==> src/rtl/fetch_pkg.sv <==
// Shared definitions for the instruction-fetch stage: FSM states, JAL opcode,
// sequential PC increment and the RISC-V J-type immediate extractor.
package fetch_pkg;

  typedef enum logic [1:0] {
    BOOT  = 2'd0,
    RUN   = 2'd1,
    FAULT = 2'd2
  } fetch_state_e;

  localparam logic [6:0]  OPC_JAL = 7'b1101111;
  localparam logic [31:0] PC_INC  = 32'd4;

  // Sign-extended J-immediate: imm[20|10:1|11|19:12], bit 0 always zero.
  function automatic logic [31:0] j_imm(input logic [31:0] instr);
    return {{12{instr[31]}}, instr[19:12], instr[20], instr[30:21], 1'b0};
  endfunction

endpackage

==> src/rtl/fetch_stage_jal_predecode.sv <==
// JAL pre-decode: flags a JAL in the fetched word and computes its target.
// Only compiled when FETCH_JAL_PREDECODE_EN is defined, so the default build
// carries no uninstantiated module.
`ifdef FETCH_JAL_PREDECODE_EN
module jal_predecode
  import fetch_pkg::*;
(
  input  logic [31:0] instr,
  input  logic [31:0] pc,
  output logic        is_jal,
  output logic [31:0] target
);

  // Opcode match and pc-relative target, purely combinational.
  always_comb begin
    is_jal = (instr[6:0] == OPC_JAL);
    target = pc + j_imm(instr);
  end

endmodule
`endif

==> src/rtl/fetch_stage.sv <==
// Instruction-fetch stage: owns the PC, addresses a combinational-read imem
// and registers {pc, instr} into the IF/ID register with valid/ready handoff.
// Execute redirects flush the register; misaligned targets latch a sticky
// fault that only reset clears.
// Optional feature macro: FETCH_JAL_PREDECODE_EN (JAL redirected in fetch).
module fetch_stage
  import fetch_pkg::*;
#(
  parameter logic [31:0] RESET_PC = 32'h0000_0000
) (
  input  logic        clk,
  input  logic        reset_n,
  output logic [31:0] imem_addr,
  input  logic [31:0] imem_rdata,
  input  logic        redirect_valid,
  input  logic [31:0] redirect_pc,
  output logic        out_valid,
  input  logic        out_ready,
  output logic [31:0] out_pc,
  output logic [31:0] out_instr,
  output logic        out_pred_taken,
  output logic        fault
);

  fetch_state_e state_q, state_d;
  logic [31:0]  pc_q, pc_d;
  logic         out_valid_q, out_valid_d;
  logic [31:0]  out_pc_q, out_pc_d;
  logic [31:0]  out_instr_q, out_instr_d;
  logic         out_pred_q, out_pred_d;

  logic         is_jal;
  logic         jal_fault;
  logic [31:0]  next_pc;

`ifdef FETCH_JAL_PREDECODE_EN
  logic [31:0] jal_target;

  jal_predecode u_jal_predecode (
    .instr  (imem_rdata),
    .pc     (pc_q),
    .is_jal (is_jal),
    .target (jal_target)
  );

  // A JAL steers the next fetch; a misaligned JAL target stops fetching.
  always_comb begin
    next_pc   = is_jal ? jal_target : pc_q + PC_INC;
    jal_fault = is_jal && (jal_target[1:0] != 2'b00);
  end
`else
  // Without pre-decode every JAL is resolved later by an execute redirect.
  always_comb begin
    is_jal    = 1'b0;
    jal_fault = 1'b0;
    next_pc   = pc_q + PC_INC;
  end
`endif

  // Next-state: redirect beats stall beats capture; FAULT freezes everything.
  always_comb begin
    state_d     = state_q;
    pc_d        = pc_q;
    out_valid_d = out_valid_q;
    out_pc_d    = out_pc_q;
    out_instr_d = out_instr_q;
    out_pred_d  = out_pred_q;
    case (state_q)
      BOOT: state_d = RUN;
      RUN: begin
        if (redirect_valid) begin
          // Flush drops even a stalled entry; the target costs one bubble.
          out_valid_d = 1'b0;
          if (redirect_pc[1:0] != 2'b00) state_d = FAULT;
          else                           pc_d    = redirect_pc;
        end else if (!(out_valid_q && !out_ready)) begin
          out_pc_d    = pc_q;
          out_instr_d = imem_rdata;
          out_pred_d  = is_jal;
          if (jal_fault) begin
            // Word is recorded but never presented; the PC stays frozen.
            state_d     = FAULT;
            out_valid_d = 1'b0;
          end else begin
            out_valid_d = 1'b1;
            pc_d        = next_pc;
          end
        end
      end
      FAULT:   out_valid_d = 1'b0;
      default: begin
        state_d     = FAULT;
        out_valid_d = 1'b0;
      end
    endcase
  end

  // State and IF/ID register, asynchronously reset to the boot image.
  always_ff @(posedge clk or negedge reset_n) begin
    if (!reset_n) begin
      state_q     <= BOOT;
      pc_q        <= RESET_PC;
      out_valid_q <= 1'b0;
      out_pc_q    <= 32'h0;
      out_instr_q <= 32'h0;
      out_pred_q  <= 1'b0;
    end else begin
      state_q     <= state_d;
      pc_q        <= pc_d;
      out_valid_q <= out_valid_d;
      out_pc_q    <= out_pc_d;
      out_instr_q <= out_instr_d;
      out_pred_q  <= out_pred_d;
    end
  end

  assign imem_addr      = {2'b00, pc_q[31:2]};
  assign out_valid      = out_valid_q;
  assign out_pc         = out_pc_q;
  assign out_instr      = out_instr_q;
  assign out_pred_taken = out_pred_q;
  assign fault          = (state_q == FAULT);

endmodule

==> config.mk <==
export PLATFORM = sky130hd
export DESIGN_NAME = fetch_stage
export DESIGN_NICKNAME = d
export VERILOG_FILES = /design/src/rtl/fetch_pkg.sv /design/src/rtl/fetch_stage_jal_predecode.sv /design/src/rtl/fetch_stage.sv
export SDC_FILE = /design/constraint.sdc
export NUM_CORES = 1
export LEC_CHECK = 0
export ABC_AREA = 1
export CORE_UTILIZATION = 50
export CTS_CLUSTER_SIZE = 12
export DETAILED_ROUTE_END_ITERATION = 7
export PLACE_DENSITY = 0.91
export SETUP_SLACK_MARGIN = 0.2
export SLEW_MARGIN = 20
export SYNTH_ARGS = -nofsm -noshare
export SYNTH_HDL_FRONTEND = slang
export SYNTH_SLANG_ARGS = --single-unit
==> constraint.sdc <==
create_clock -name clk -period 3.9 [get_ports clk]
set_clock_uncertainty 0.05 [all_clocks]
set_input_delay 0.975 -clock clk [delete_from_list [all_inputs] [get_ports clk]]
set_output_delay 0.975 -clock clk [all_outputs]
set_load 0.05 [all_outputs]
==> Slide: Implementation Results, run 1 <==
Flow Results at a Glance

CTS
  – CTS buffer count: 9
  – Post-CTS Hold Fix Bufs: 0
  – Insertion Delay late pin: 360 ps
  – Clock Tree Buf Depth: 2
  – CTS Root Cell: clkbuf_8
  – CTS Sinks: just under 100
  – CTS tree: built
  – Postcts setup bufs: 0

Floorplan
  – Die W: 101.2 um
  – FP Rows: 35
  – FP Util: 0.5251
  – Ports: ~170
  – DIE AREA: around 0.01 mm2
  – CORE AREA: between 0.009 and 0.01 mm2
  – Die height: a little over 100 um

Flow run
  – Max Cap Viol: 0
  – Tally of OpenROAD warnings: 26

Timing
  – Worst rel slew slack: 0.5855
  – Slew Viols, Final: 0
  – Slew @ Worst Pin: 619.5 ps
  – Final setup fails: 0
  – Final hold slack: between 400 and 500 ps
  – Setup TNS: 0 ps
  – Min Tclk post-route: ~3000 ps
  – Final hold violations: 0
  – Post-route clock period utilization: 0.7713
  – Max Freq: ~330 MHz

Place
  – Final GP Congestion: around 0.9
  – Placed cell area: between 0.006 and 0.007 mm2

Cells and area
  – Post-route cell area: 0.006800 mm2
  – Nets: 884
  – Layout cells sized above 1: 0.05732

Worst hold path
  – Hold Crit Depth: 2
  – Min-delay src: pc_q[1]
  – Worst min path class: flip-flop to flip-flop
  – Hold EP: out_pc[1]

Synthesis
  – Yosys cell types: 29
  – Cell with the most instances after synthesis: nand2_1
  – Mapped cell area: slightly below 0.005 mm2
  – Largest area contributor in the netlist: dfrtp_1
  – Top area contributor share: 0.5034
  – Top_reg_cell synth: dfrtp_1
  – Yosys stat area: ~0.005 mm2
  – Synth warn: 0
  – Fraction of registers with async set/reset: 1.000
  – Top cells, area: dfrtp_1, nand2_1, nor2_1
  – Synth top cells by count: nand2_1, dfrtp_1, nor2_1
  – # Cells Yosys: 661
  – Gate Count Post-Synth: 661
  – Post-synthesis sequential area ratio: 0.5034

Detailed routing
  – Drt pass-1 iters: 5
  – Routed vias/inst: 5.118
  – Detailed Route WL: roughly 13000 um
  – Antenna viol nets, final: 0
  – Drt drc: 0
  – Vias: 4857
  – Wire length per cell: 14.19 um

Critical path
  – Crit. End Element: flip-flop
  – Worst EP arrival: 3200 ps
  – CP max stage cell: clkdlybuf4s50_1
  – Crit path max fanout: 33
  – Worst Path Buf+Inv: 2
  – Reg-to-reg slack, setup: 1750 ps
  – Crit-path leading delay family: simple AND/OR/NAND/NOR gates
  – R2R cell count: 9
  – Crit start category: primary input
  – Crit path largest cell delay: about 700 ps
  – Worst R2R End: pc_q[19]
  – WS Path Type: primary input to flip-flop

Status
  – Outcome: complete, no violations

GRT
  – Initial antenna violation count: 0
  – Gr busiest metal: met2
  – Met1 usage: 0.3599
  – GR Util met3: 0.03727
  – Largest net degree at the start of global routing: 49
  – Grt total ovfl: 0
  – First-pass GRT wire length: approximately 21000 um

Power
  – Leakage: between 3 and 4 nW
  – Pwr Density: about 260 mW/mm2
  – Worst VDD drop: roughly 150 uV
run 1: cells in the final DEF, fill, tap and decap left out, drive strengths merged, types with 2 or more instances in the layout:
master / n
clkbuf: 10
conb: 3
clkdlybuf4s50: 162
nand3: 37
a22oi: 3
a31oi: 2
buf: 7
and2: 2
o22ai: 6
nor2: 77
o21ai: 47
dfrtp: 99
nand2: 297
a21oi: 9
inv: 53
run 1: state kept, by name (all words and copies together), names as in the netlist:
signal	flops
out_instr	32
pc_q	32
out_valid	1
state_q	2
out_pc	32
run 1: area by class of cell:
class / count / area, um2
clock buffer: 10 / 127.6
clock inverter: 6 / 56.30
fill: 748 / 2571
inverter: 49 / 186.4
multi-input combinational: 487 / 2105
sequential: 99 / 2477
tap: 129 / 161.4
timing repair buffer: 169 / 1687
run 1: cells by family (layout without fill, tap and decap cells):
kind of cell,count (synthesis),after routing,share of synthesized area
DFF,99,99,0.5034
other,1,3,0.0007620
buffers and inverters,77,234,0.07043
AOI/OAI and AO/OA,68,68,0.07323
adders and majority gates,1,1,0.002542
xor gates and xnor gates,1,1,0.001780
and+or+nand+nor,414,414,0.3478
run 1: stage by stage:
stage | total power [mW] | worst slack, ps | utilization | instances
after floorplan | 1.080 | 1826 | - | 663
after CTS | 1.791 | 949.5 | 0.7256 | 949
final | 1.785 | 891.9 | 0.7256 | 949
after global placement | 1.172 | 662.9 | 0.7060 | 933
after detailed placement | 1.173 | 574.0 | 0.7060 | 933
after global routing | 1.846 | 733.5 | 0.7256 | 949
run 1: how the worst max path moves through the flow:
stage	from	to	slack, ps	cells past startpoint
floorplan	state_q[0]	fault	1830	1
global route	redirect_valid	pc_q[18]	730	8
global placement	redirect_valid	pc_q[11]	660	8
detailed placement	redirect_valid	pc_q[11]	570	8
CTS	redirect_valid	pc_q[11]	950	8
finish	redirect_valid	pc_q[19]	890	8
run 1: metal layers:
layer | up-vias | share of wire
li1 | 2352 | -
met1 | 2256 | 0.43
met2 | 229 | 0.48
met3 | 20 | 0.072
met4 | 0 | 0.017
met5 | - | 0
run 1: worst reg2reg max path, stage by stage, from the launching register on:
cell and delay [ps]:
dfrtp_1 370, inv_1 60, nor2_1 100, nor2_1 60, nand2_2 480, nand2_4 360, inv_4 340, nor2_1 90
nand2_1 80, nand2_1 60
run 1: where the power goes:
group | internal [mW] | total [mW] | switching (mW)
sequential | 1.03 | 1.03 | 0
clock | 0.248 | 0.632 | 0.384
combinational | 0.0701 | 0.127 | 0.0568
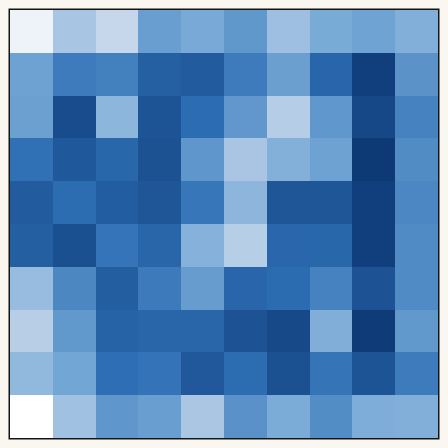
Figure 1: run 1, cell density map.
10 x 10 tiles, from white (low) to dark blue (high), 0 to 100% covered.
tiles over 75% full = 39%
fullest tile = 96%
mean over tiles = 65%
nearly empty tiles = 1.0%

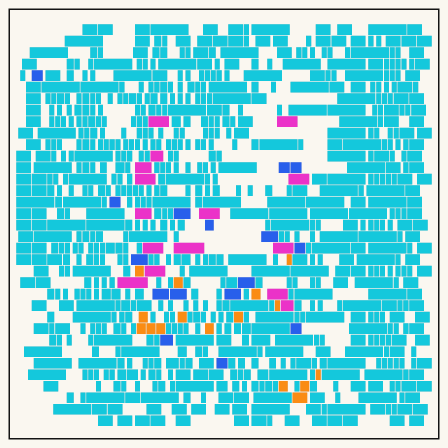
Figure 2: run 1, cell sizes after repair.
magenta -> _6 and larger  # cells 15
blue -> _3 and _4 cells  # cells 16
orange -> _2 cells  # cells 16
cyan -> _0 and _1 cells  # cells 773

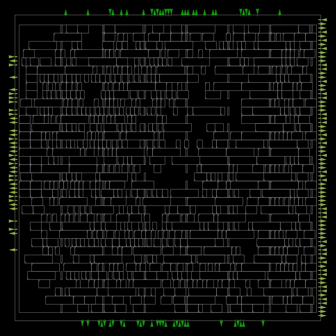
Figure 3: run 1, placement view.
number of fill cells in the layout: 748
Non-Filler Instances: 949

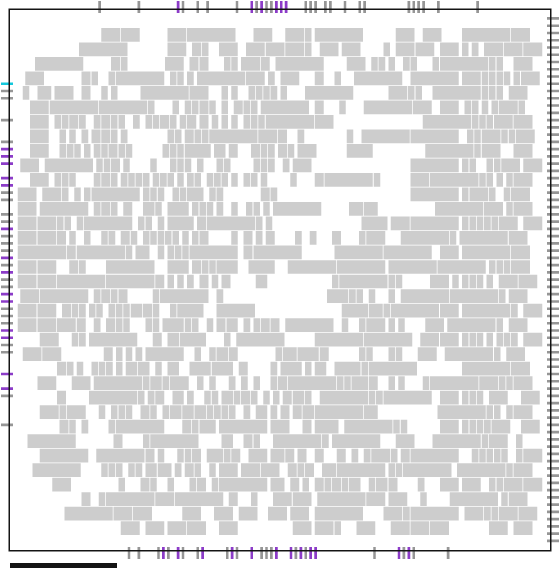
Figure 4: run 1, pin placement.
Bar = 20 um. Pins as bars across the die edge, other pins in gray.
cyan -> `clk`  # pins 1, direction input, edge left
purple -> `redirect_pc`  # pins 32, direction input, edge 14 left, 12 bottom, 6 top
all pins by edge = 73 right, 36 left, 29 bottom, 29 top

## Run 2: what changed since run 1
--- a/config.mk
+++ b/config.mk
@@ -6,10 +6,10 @@
 export NUM_CORES = 1
 export LEC_CHECK = 0
 export ABC_AREA = 1
-export CORE_UTILIZATION = 50
+export CORE_UTILIZATION = 46
 export CTS_CLUSTER_SIZE = 12
 export DETAILED_ROUTE_END_ITERATION = 7
-export PLACE_DENSITY = 0.91
+export PLACE_DENSITY = 0.85
 export SETUP_SLACK_MARGIN = 0.2
 export SLEW_MARGIN = 20
 export SYNTH_ARGS = -nofsm -noshare
==> constraint.sdc (replaced) <==
create_clock -name clk -period 3.1 [get_ports clk]
set_clock_uncertainty 0.05 [all_clocks]
set_input_delay 0.775 -clock clk [delete_from_list [all_inputs] [get_ports clk]]
set_output_delay 0.775 -clock clk [all_outputs]
set_load 0.05 [all_outputs]
==> Slide: Implementation Results, run 2 <==
Flow Results at a Glance

Power
  – Leakage: between 3 and 4 nW
  – Clock Power Share: 0.397
  – Sw frac: 0.2247
  – Pint: about 1.9 mW
  – Pwr Density: 350.5 mW/mm2
  – Seq pwr share: 0.537
  – Sw Pwr: 0.5401 mW

Timing
  – Final hold violations: 0
  – Min Tclk post-route: between 2000 and 3000 ps
  – Slew Viols, Final: 0
  – Post-route clock period utilization: 0.8279
  – Final hold slack: approximately 330 ps
  – Final setup fails: 0
  – Slew @ Worst Pin: between 500 and 600 ps
  – Worst rel slew slack: 0.6157
  – Setup TNS: 0 ps
  – Max Freq: around 390 MHz

Detailed routing
  – Routed vias/inst: about 5.1
  – Drt pass-1 iters: 5
  – Drt drc: 0
  – Vias: 4874
  – Wire length per cell: about 14 um

Critical path
  – Crit start category: flip-flop
  – Worst EP arrival: roughly 1700 ps
  – Crit path largest cell delay: a little under 900 ps
  – Crit-path leading delay family: buffers and inverters
  – Crit path max fanout: 6
  – CP max stage cell: clkdlybuf4s50_1
  – WS Path Type: flip-flop to output pin

Synthesis
  – Yosys simple share: 0.3478
  – Mapped cell area: approximately 0.005 mm2
  – Yosys cell types: 29
  – Yosys stat area: 0.004921 mm2
  – Fraction of registers with async set/reset: 1.000
  – Main logic family: simple AND/OR/NAND/NOR gates
  – Top cells, area: dfrtp_1, nand2_1, nor2_1
  – Cell with the most instances after synthesis: nand2_1
  – Top area contributor share: 0.5034
  – Yosys xor share: 0.001780
  – # Cells Yosys: between 600 and 700
  – Top_reg_cell synth: dfrtp_1
  – Synth top cells by count: nand2_1, dfrtp_1, nor2_1
  – Post-synthesis sequential area ratio: 0.5034
  – Area fraction in compound gates: 0.07323
  – Largest area contributor in the netlist: dfrtp_1

Worst hold path
  – Worst min path class: primary input to asynchronous set/reset pin

Place
  – Final GP Congestion: a little over 0.9

Cells and area
  – Layout cells sized above 1: 0.05854
  – Nets: 884
  – Final core occ: 0.6612
  – Dominant logic cell type in the layout: nand2_1
  – Top Layout Cells: nand2_1, clkdlybuf4s50_1, dfrtp_1

Status
  – Outcome: complete, no violations

CTS
  – Postcts setup bufs: 0
  – CTS Root Cell: clkbuf_8
  – CTS tree: built
  – CTS buffer count: 9
  – Clock Tree Buf Depth: 2
  – Post-CTS Hold Fix Bufs: 0

Floorplan
  – Die W: approximately 110 um
  – CORE AREA: around 0.010 mm2
  – Ports: 167
  – FP Util: 0.4745
  – Die height: 105.4 um

GRT
  – Grt total ovfl: 0

Flow run
  – Max Cap Viol: 0
==> run 2: cell counts after synthesis <==
No cell type changed its count.
==> run 2: routing by layer <==
| metal | up-vias | track usage | part of all wire |
|---|---|---|---|
| li1 | 2355 | - | - |
| met1 | 2256 | 0.3135 | 0.43 |
| met2 | 236 | 0.4206 | 0.47 |
| met3 | 27 | 0.05442 | 0.074 |
| met4 | 0 | 0.07545 | 0.017 |
| met5 | - | 0 | 0 |
==> run 2: cell families (layout without fill, tap and decap cells) <==
family                     after synthesis  in the layout
and+or+nand+nor                        414            414
DFF                                     99             99
buffers and inverters                   77            234
other                                    1              3
adders and majority gates                1              1
xor gates and xnor gates                 1              1
AOI/OAI and AO/OA                       68             68
==> run 2: final cells by class <==
| cell class | count | area, um2 |
|---|---|---|
| Clock buffer | 10 | 137.6 |
| Multi-Input combinational cell | 487 | 2105 |
| Inverter | 49 | 186.4 |
| Fill cell | 868 | 3513 |
| Tap cell | 136 | 170.2 |
| Timing Repair Buffer | 169 | 1687 |
| Clock inverter | 6 | 93.84 |
| Sequential cell | 99 | 2477 |
==> run 2: power by group through the flow <==
stage / combinational, mW / sequential [mW] / clock (mW)
finish: 0.159 / 1.29 / 0.954
CTS: 0.160 / 1.29 / 0.968
floorplan: 0.0422 / 1.32 / 0
global route: 0.172 / 1.29 / 1.02
global placement: 0.158 / 1.32 / 0
detailed placement: 0.159 / 1.32 / 0
==> run 2: final timing paths <==
check,end,slack [ps],depth (start not counted)
worst max register to register,pc_q[24],1280,10
worst min-delay path,pc_q[31],330,1
min in group clk,pc_q[1],430,2
max in group asynchronous,pc_q[5],1940,2
worst min register to register,pc_q[1],430,2
worst max-delay path,imem_addr[12],530,1
==> run 2: metrics by stage <==
stage	power, mW	worst slack [ps]	instance area (um2)	cells
global placement	1.474	665.9	6625	940
detailed placement	1.475	589.8	6625	940
finish	2.404	533.6	6857	956
global route	2.480	479.0	6857	956
floorplan	1.358	1219	4928	663
CTS	2.419	519.5	6857	956
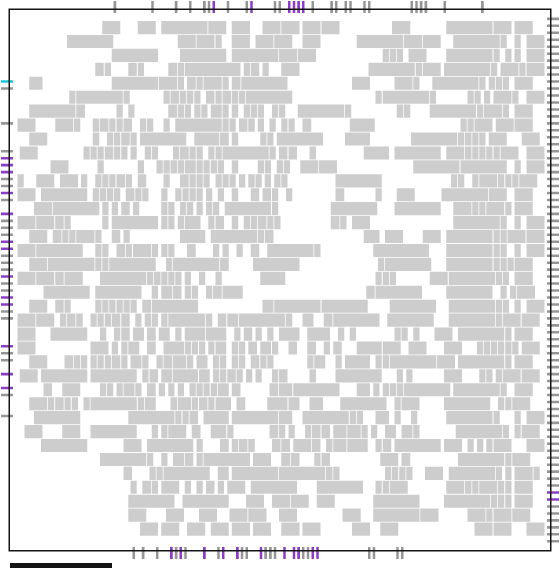
Figure 5: run 2, pin placement.
Bar = 20 um. Pins as bars across the die edge, other pins in gray.
cyan -> `clk`  # pins 1, direction input, edge left
purple -> `redirect_pc`  # pins 32, direction input, edge 13 left, 11 bottom, 6 top, 2 right
all pins by edge = 76 right, 34 left, 29 top, 28 bottom

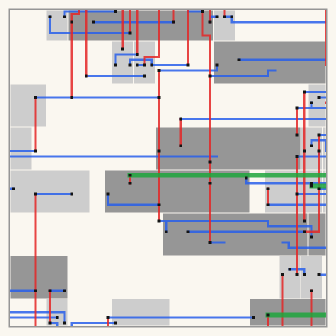
Figure 6: run 2, a small window of the routed layout.
Region (69, 69) to (89, 89) um. Cells in gray, sequential cells in the stronger gray; small squares are vias.
blue -> metal 1
green -> metal 3
red -> metal 2
netlist names of flops here include = `out_instr` (6)
most frequent = nand2_1 (9), dfrtp_1 (6), clkdlybuf4s50_1 (2)
cells with their middle in the window = 18
sequential cells in the window = 6

## Run 3: what changed since run 2
--- a/config.mk
+++ b/config.mk
@@ -6,10 +6,10 @@
 export NUM_CORES = 1
 export LEC_CHECK = 0
 export ABC_AREA = 1
-export CORE_UTILIZATION = 46
+export CORE_UTILIZATION = 42
 export CTS_CLUSTER_SIZE = 12
 export DETAILED_ROUTE_END_ITERATION = 7
-export PLACE_DENSITY = 0.85
+export PLACE_DENSITY = 0.82
 export SETUP_SLACK_MARGIN = 0.2
 export SLEW_MARGIN = 20
 export SYNTH_ARGS = -nofsm -noshare
==> constraint.sdc (replaced) <==
create_clock -name clk -period 2.1 [get_ports clk]
set_clock_uncertainty 0.05 [all_clocks]
set_input_delay 0.525 -clock clk [delete_from_list [all_inputs] [get_ports clk]]
set_output_delay 0.525 -clock clk [all_outputs]
set_load 0.05 [all_outputs]
==> Slide: Implementation Results, run 3 <==
Flow Results at a Glance

Status
  – Outcome: complete, no violations

Synthesis
  – Synth top cells by count: nand2_1, dfrtp_1, nor2_1
  – Gate Count Post-Synth: ~660
  – Synth warn: 0
  – Yosys stat area: around 0.0049 mm2
  – Top cells, area: dfrtp_1, nand2_1, nor2_1
  – Largest area contributor in the netlist: dfrtp_1
  – Post-synthesis sequential area ratio: 0.5034
  – Top area contributor share: 0.5034
  – # Cells Yosys: ~660

Detailed routing
  – Routed vias/inst: ~4.8
  – Vias: around 4700
  – Drt drc: 0
  – Wire length per cell: roughly 14 um
  – Antenna viol nets, final: 0

Timing
  – Slew @ Worst Pin: 526.3 ps
  – Post-route clock period utilization: 0.8640
  – Min Tclk post-route: around 1800 ps
  – Setup TNS: 0 ps
  – Fin worst setup slack: about 290 ps
  – Final setup fails: 0
  – Slew Viols, Final: 0
  – Max Freq: 551.2 MHz

CTS
  – CTS buffer count: 9
  – Clock Tree Buf Depth: 2
  – CTS Sinks: between 90 and 100
  – CTS tree: built

Power
  – Gate power share: 0.060
  – Clock Power Share: 0.458
  – Sw frac: 0.2186
  – Leakage: about 3.6 nW
  – Worst VDD drop: 327.8 uV
  – Seq pwr share: 0.482
  – Sw Pwr: about 0.86 mW

GRT
  – Grt total ovfl: 0
  – First-pass GRT wire length: roughly 21000 um
  – Initial antenna violation count: 0

Critical path
  – WS Path Type: flip-flop to output pin
  – Crit path max fanout: 2
  – Worst Path Buf+Inv: 1
  – Crit path largest cell delay: between 500 and 600 ps
  – Crit. End Element: output pin
  – Crit start category: flip-flop
  – CP max stage cell: dlygate4sd2_1

Flow run
  – Max Cap Viol: 0

Place
  – Final GP Congestion: 0.8520

Floorplan
  – Die W: between 100 and 150 um
  – Die height: 110.2 um
  – FP Util: 0.4310
  – FP Rows: 39

Cells and area
  – Layout cells sized above 1: 0.1498
  – Top Layout Cells: nand2_1, dfrtp_1, buf_4
[run 3: cell types whose count changed in the layout (fill, tap and decap cells not counted), moves of 2 or more]
cell	delta
clkbuf_16	+9
clkbuf_8	-10
buf_4	+71
buf_12	+2
dlygate4sd2_1	+30
clkdlybuf4s50_1	-96
[run 3: per-layer routing]
metal | part of all wire | GRT usage | wire length [um]
met1 | 0.44 | 0.2963 | 5897
met5 | 0 | 0 | 0
met2 | 0.45 | 0.3647 | 6007
met4 | 0.015 | 0.07331 | 205
met3 | 0.089 | 0.04703 | 1188
[run 3: cell families (layout without fill, tap and decap cells)]
kind of cell	after synthesis	in the layout	share of synthesized area
adder cells (fa/ha/maj)	1	1	0.002542
buffers and inverters	77	242	0.07043
AND-OR/OR-AND	68	68	0.07323
XOR/XNOR	1	1	0.001780
other	1	3	0.0007620
flip-flops	99	99	0.5034
AND/OR/NAND/NOR	414	414	0.3478
[run 3: repair_timing]
| action | CTS | global route |
|---|---|---|
| setup endpoints to repair | 30 | 4 |
| gates resized | 30 | 5 |
| pin swaps | 0 | 1 |
| hold endpoints to repair | 2 | 0 |
| buffers inserted | 0 | 0 |
| hold buffers | 1 | 0 |
[run 3: cell type report]
class | count | area, um2 | area share
clock buffers | 9 | 225.2 | 0.03286
flip-flops and latches | 99 | 2479 | 0.3617
inverters | 49 | 191.4 | 0.02794
repair buffers | 177 | 1572 | 0.2293
well taps | 143 | 178.9 | 0.02611
clock inverters | 7 | 97.59 | 0.01424
multi-input cells | 487 | 2110 | 0.3078
[run 3: path summary, 6_finish.rpt]
| path | from | endpoint | slack (ps) | depth (start not counted) |
|---|---|---|---|---|
| max | out_instr[9] | out_instr[9] | 290 | 1 |
| min | pc_q[0] | pc_q[0] | 420 | 2 |
| max reg2reg | pc_q[2] | pc_q[24] | 440 | 10 |
| min reg2reg | pc_q[0] | pc_q[0] | 420 | 2 |
| max in group asynchronous | reset_n | pc_q[2] | 830 | 3 |
| min in group asynchronous | reset_n | out_instr[3] | 470 | 2 |
[run 3: power by group through the flow]
stage / sequential (mW) / combinational, mW / clock [mW]
floorplan: 1.94 / 0.0623 / 0
global placement: 1.94 / 0.239 / 0
detailed placement: 1.94 / 0.239 / 0
CTS: 1.90 / 0.242 / 1.84
global route: 1.90 / 0.264 / 1.94
finish: 1.91 / 0.238 / 1.81
[run 3: per-stage QoR]
stage                     power, mW  hold slack, ps  instance area (um2)
after CTS                     3.991           422.2                 6842
after global routing          4.111           447.6                 6853
after detailed placement      2.181           274.4                 6546
final                         3.955           421.0                 6853
after global placement        2.182           272.7                 6546
after floorplan               2.005           179.4                 4928
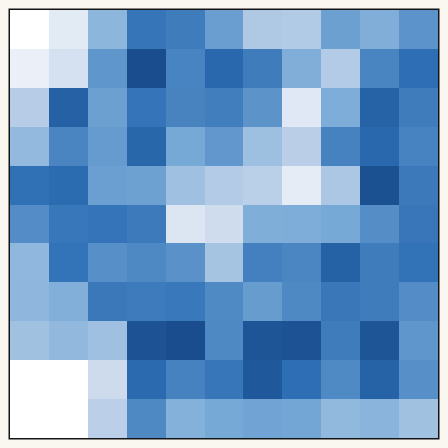
Figure 7: run 3, cell density map.
11 x 11 tiles, from white (low) to dark blue (high), 0 to 100% covered.
mean over tiles = 55%
fullest tile = 88%
emptiest ninth of the die = lower left
tiles over 75% full = 15%

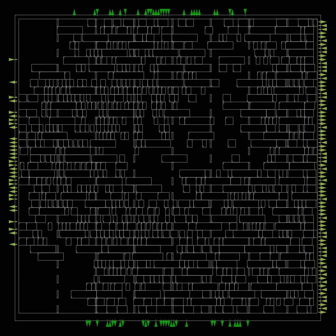
Figure 8: run 3, placement view.
final core occ: 0.6002
Tap Count: 143
Non-Filler Instances: 971
flip-flops: 99

Power and IR drop assume default switching activity.
